### config.mk
export PLATFORM = sky130hd
export DESIGN_NAME = csr_host_arbiter_flat
export DESIGN_NICKNAME = d
export VERILOG_FILES = /design/src/rtl/csr_host_if.sv /design/src/rtl/csr_host_arbiter.sv /design/src/flat_wrapper.sv
export SDC_FILE = /design/constraint.sdc
export NUM_CORES = 1
export LEC_CHECK = 0
export ABC_AREA = 1
export ABC_CLOCK_PERIOD_IN_PS = 10200
export CAP_MARGIN = 20
export CORE_MARGIN = 5
export CORE_UTILIZATION = 42
export DETAILED_ROUTE_END_ITERATION = 12
export PLACE_DENSITY = 0.86
export SLEW_MARGIN = 20
export SYNTH_ARGS = -nofsm -noshare
export SYNTH_HDL_FRONTEND = slang
export SYNTH_SLANG_ARGS = --single-unit
### constraint.sdc
create_clock -name clk -period 10.2 [get_ports clk]
set_input_delay 2.04 -clock clk [delete_from_list [all_inputs] [get_ports clk]]
set_output_delay 2.04 -clock clk [all_outputs]
set_load 0.02 [all_outputs]
### src/rtl/csr_host_if.sv
// Two-port host request/response bundle for the CSR host arbiter.
// Each port has its own valid/ready pair; read data and error are shared.
interface csr_host_if #(
  parameter int ADDR_W = 5,
  parameter int DATA_W = 32
);
  logic [1:0]             req_valid;
  logic [1:0]             req_ready;
  logic [1:0]             req_we;
  logic [1:0][ADDR_W-1:0] req_addr;
  logic [1:0][DATA_W-1:0] req_wdata;
  logic [1:0]             rsp_valid;
  logic [1:0]             rsp_ready;
  logic [DATA_W-1:0]      rsp_rdata;
  logic                   rsp_err;

  modport master (
    output req_valid, req_we, req_addr,
    output req_wdata, rsp_ready,
    input  req_ready, rsp_valid,
    input  rsp_rdata, rsp_err
  );

  modport slave (
    input  req_valid, req_we, req_addr,
    input  req_wdata, rsp_ready,
    output req_ready, rsp_valid,
    output rsp_rdata, rsp_err
  );
endinterface

### src/rtl/csr_host_arbiter.sv
// Round-robin arbiter giving two off-chip hosts access to the CSR file.
// Each access runs IDLE -> ISSUE -> RESP; only one is ever in flight.
module csr_host_arbiter #(
  parameter int ADDR_W = 5,
  parameter int DATA_W = 32
) (
  input  logic              clk,
  input  logic              rst,
  csr_host_if.slave         host,
  output logic [ADDR_W-1:0] csr_addr,
  output logic              csr_wen,
  output logic [DATA_W-1:0] csr_wdata,
  input  logic [DATA_W-1:0] csr_rdata,
  output logic              busy
);

  typedef enum logic [1:0] {
    IDLE,
    ISSUE,
    RESP
  } state_t;

  state_t            state_q;
  state_t            state_d;
  logic              rr_q;
  logic              g_q;
  logic              we_q;
  logic [ADDR_W-1:0] addr_q;
  logic [DATA_W-1:0] wdata_q;
  logic [DATA_W-1:0] rdata_q;
  logic              err_q;
  logic              win;
  logic              accept;
  logic              hs;
  logic              ro_hit;

  // MSB set addresses the on-chip-written half, read-only to hosts
  assign ro_hit = addr_q[ADDR_W-1];

  always_comb begin
    win = 1'b0;
    unique case (1'b1)
      (&host.req_valid):         win = rr_q;
      (host.req_valid == 2'b10): win = 1'b1;
      default:                   win = 1'b0;
    endcase
  end

  always_comb begin
    state_d        = state_q;
    host.req_ready = '0;
    host.rsp_valid = '0;
    csr_wen        = 1'b0;
    accept         = 1'b0;
    hs             = 1'b0;
    unique case (state_q)
      IDLE: begin
        if ((|host.req_valid) && !rst) begin
          host.req_ready[win] = 1'b1;
          accept              = 1'b1;
          state_d             = ISSUE;
        end
      end
      ISSUE: begin
        csr_wen = we_q & ~ro_hit;
        state_d = RESP;
      end
      RESP: begin
        host.rsp_valid[g_q] = 1'b1;
        if (host.rsp_ready[g_q]) begin
          hs      = 1'b1;
          state_d = IDLE;
        end
      end
      default: state_d = IDLE;
    endcase
  end

  always_ff @(posedge clk or posedge rst) begin
    if (rst) begin
      state_q <= IDLE;
      rr_q    <= 1'b0;
      g_q     <= 1'b0;
      we_q    <= 1'b0;
      addr_q  <= '0;
      wdata_q <= '0;
      rdata_q <= '0;
      err_q   <= 1'b0;
    end else begin
      state_q <= state_d;
      if (accept) begin
        g_q     <= win;
        we_q    <= host.req_we[win];
        addr_q  <= host.req_addr[win];
        wdata_q <= host.req_wdata[win];
      end
      if (state_q == ISSUE) begin
        rdata_q <= we_q ? '0 : csr_rdata;
        err_q   <= we_q & ro_hit;
      end
      if (hs) begin
        rr_q <= ~g_q;
      end
    end
  end

  // address/data registers double as the CSR bus; wen alone qualifies it
  assign csr_addr       = addr_q;
  assign csr_wdata      = wdata_q;
  assign host.rsp_rdata = rdata_q;
  assign host.rsp_err   = err_q;
  assign busy           = (state_q != IDLE);

endmodule

### src/flat_wrapper.sv
// flat-port wrapper written by rule: the top's interface ports become plain ports
module csr_host_arbiter_flat 
#(
  parameter int ADDR_W = 5,
  parameter int DATA_W = 32
)
  (clk, rst, csr_addr, csr_wen, csr_wdata, csr_rdata, busy, host_req_valid, host_req_we, host_req_addr, host_req_wdata, host_rsp_ready, host_req_ready, host_rsp_valid, host_rsp_rdata, host_rsp_err);
  csr_host_if #(.ADDR_W(ADDR_W), .DATA_W(DATA_W)) host_i ();
  input  logic clk;
  input  logic rst;
  output logic [ADDR_W-1:0] csr_addr;
  output logic csr_wen;
  output logic [DATA_W-1:0] csr_wdata;
  input  logic [DATA_W-1:0] csr_rdata;
  output logic busy;
  input wire logic [$bits(host_i.req_valid)-1:0] host_req_valid;
  input wire logic [$bits(host_i.req_we)-1:0] host_req_we;
  input wire logic [$bits(host_i.req_addr)-1:0] host_req_addr;
  input wire logic [$bits(host_i.req_wdata)-1:0] host_req_wdata;
  input wire logic [$bits(host_i.rsp_ready)-1:0] host_rsp_ready;
  output wire logic [$bits(host_i.req_ready)-1:0] host_req_ready;
  output wire logic [$bits(host_i.rsp_valid)-1:0] host_rsp_valid;
  output wire logic [$bits(host_i.rsp_rdata)-1:0] host_rsp_rdata;
  output wire logic [$bits(host_i.rsp_err)-1:0] host_rsp_err;
  assign host_i.req_valid = host_req_valid;
  assign host_i.req_we = host_req_we;
  assign host_i.req_addr = host_req_addr;
  assign host_i.req_wdata = host_req_wdata;
  assign host_i.rsp_ready = host_rsp_ready;
  assign host_req_ready = host_i.req_ready;
  assign host_rsp_valid = host_i.rsp_valid;
  assign host_rsp_rdata = host_i.rsp_rdata;
  assign host_rsp_err = host_i.rsp_err;
  csr_host_arbiter #(.ADDR_W(ADDR_W), .DATA_W(DATA_W)) u_core (.clk(clk), .rst(rst), .host(host_i), .csr_addr(csr_addr), .csr_wen(csr_wen), .csr_wdata(csr_wdata), .csr_rdata(csr_rdata), .busy(busy));
endmodule
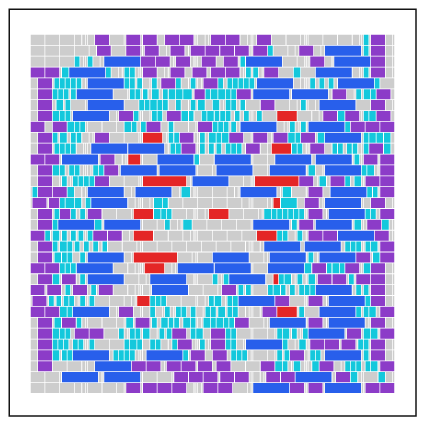
Figure 1: cell classes on the final placement.
Scale: 4 px per um. Fill, decap, tap and diode cells in gray.
legend:
  red:
    class: clock drivers and dummy loads
    cells: 16
  cyan:
    class: remaining logic cells
    cells: 360
  purple:
    class: remaining buffers and delay cells
    cells: 192
  blue:
    class: registers
    cells: 75
Row Count: 33
cell area after layout: 0.00563 mm2
final core utilization: 68.9%
sequential share of cell area: 33.3%

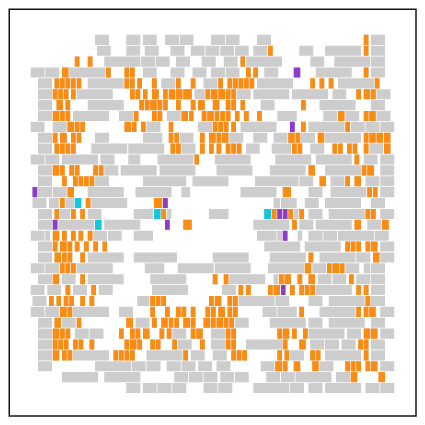
Figure 2: gate families picked out.
Scale: 4 px per um.
legend:
  cyan:
    family: aoi and oai cells
    cells: 4
  orange:
    family: nand cells
    cells: 337
    where: all over the die
  purple:
    family: inv cells
    cells: 10
logic share of the area: 25.4%
Layout Cells excl Fill: 748

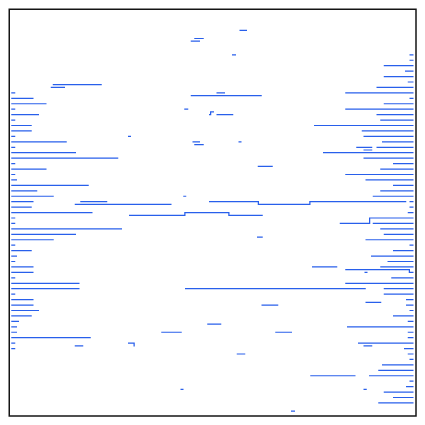
Figure 3: signal wires on met3.
Scale: 4 px per um.
longest straight run: 44.9 um
share of all routed wire: 9.8%
wire length on this layer: 1080 um
vias: 3709
final wirelength: 11000 um
GR Util met3: 5.65%

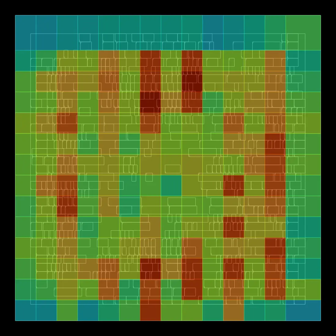
Figure 4: routing congestion.
met1 Track Usage GR: 26.4%
met2 global-route usage: 35.8%
Overall Global Routing Usage: 21.4%
routed len/inst: 14.8 um
busiest grt layer: met2

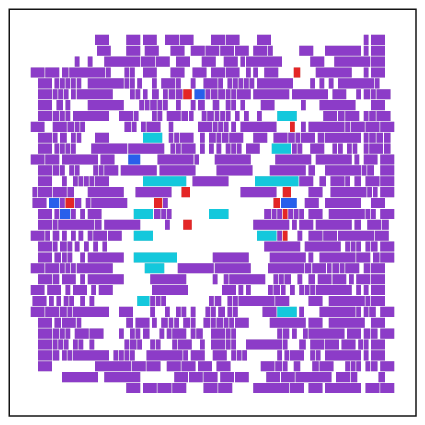
Figure 5: sizing map.
Scale: 4 px per um.
legend:
  purple:
    size: x1 and smaller
    cells: 614
    share: 95%
  blue:
    size: x3 and x4
    cells: 5
    share: 0.78%
  cyan:
    size: x6 and larger
    cells: 13
    share: 2.0%
  red:
    size: x2
    cells: 11
    share: 1.7%
Final WS setup: 3480 ps
area grow syn2layout: 60.9%
Non-Clock Buffer Count: 192

==> Slide: Implementation Results <==
Flow Results at a Glance

Critical path
  • Worst EP arrival: 4680 ps
  • Crit path buf inv count: 4
  • Critical path cell sequence: clkdlybuf4s50_1, nand2_2, nand2_2, inv_1, nand2_1, inv_1, clkdlybuf4s50_1
  • CP max FO: 39
  • CP peak stage delay: 610 ps

Timing
  • Fin crit period: 6720 ps
  • RSZ-0062 raised after global routing: false
  • Fmax: 149 MHz
  • Slew headroom: 34.5%
  • Setup tns final: 0 ps
  • Final worst-path cycle share: 65.9%
  • Final hold viol count: 0
  • Hold_ws: 481 ps

Finish
  • Diodes inserted: 0
  • Share of cells above drive strength 1: 4.51%

Logic synthesis
  • Synth Seq Share: 53.6%
  • Top FF cell, synth: dfrtp_1
  • XOR Share, Synth: 0%
  • Async SR Flop Fraction: 100%
  • Cells in synth_stat.txt: 464
  • Top cells by count: 264 x nand2_1, 75 x dfrtp_1, 71 x nand3_1
  • Mapped cell area: 0.00350 mm2
  • Flip-flops with a built-in enable: 0
  • Top cells by area: dfrtp_1 54%, nand2_1 28%, nand3_1 10%
  • Synth cell types: 17
  • Leading area contributor after synthesis: dfrtp_1

Floorplanning
  • Ports: 190
  • Die width: 101 um

Global route
  • Largest net degree at the start of global routing: 77
  • Initial antenna violation count: 0

Min path
  • Hold Path Sink: u_core.csr_wdata[18]
  • Hold Path Class: register to register

Drt
  • Routed met1 length: 4330 um
  • Metal2 WL: 5370 um
  • Vias per cell: 4.96
  • DR top layer: met4
  • First-pass DRT Iterations: 5

Clocking
  • Post-CTS Resized: 0
  • Deepest clock path buffer count: 2

Status
  • Status: finished, final reports clean
[layout make-up]
class / instances / area (um2)
Inverter: 10 / 38.8
Clock buffer: 10 / 128
Sequential cell: 75 / 1880
Timing Repair Buffer: 192 / 1910
Multi-Input combinational cell: 350 / 1430
Clock inverter: 6 / 113
Fill cell: 645 / 2540
Tap cell: 105 / 131
[report_power, final]
group	switching (W)	internal, W
logic	0.000461	0.000362
clock network	0.000107	0.000164
registers	0.0000850	0.000441
total	0.000653	0.000967
[through the flow]
step | cells | instance area, um2 | power [W]
2_1_floorplan | 464 | 3500 | 0.000948
6_report | 748 | 5630 | 0.00162
3_3_place_gp | 732 | 5390 | 0.00133
4_1_cts | 748 | 5630 | 0.00164
5_1_grt | 748 | 5630 | 0.00172
3_5_place_dp | 732 | 5390 | 0.00136
No activity file was given, so power comes from the tool's default toggle rates.
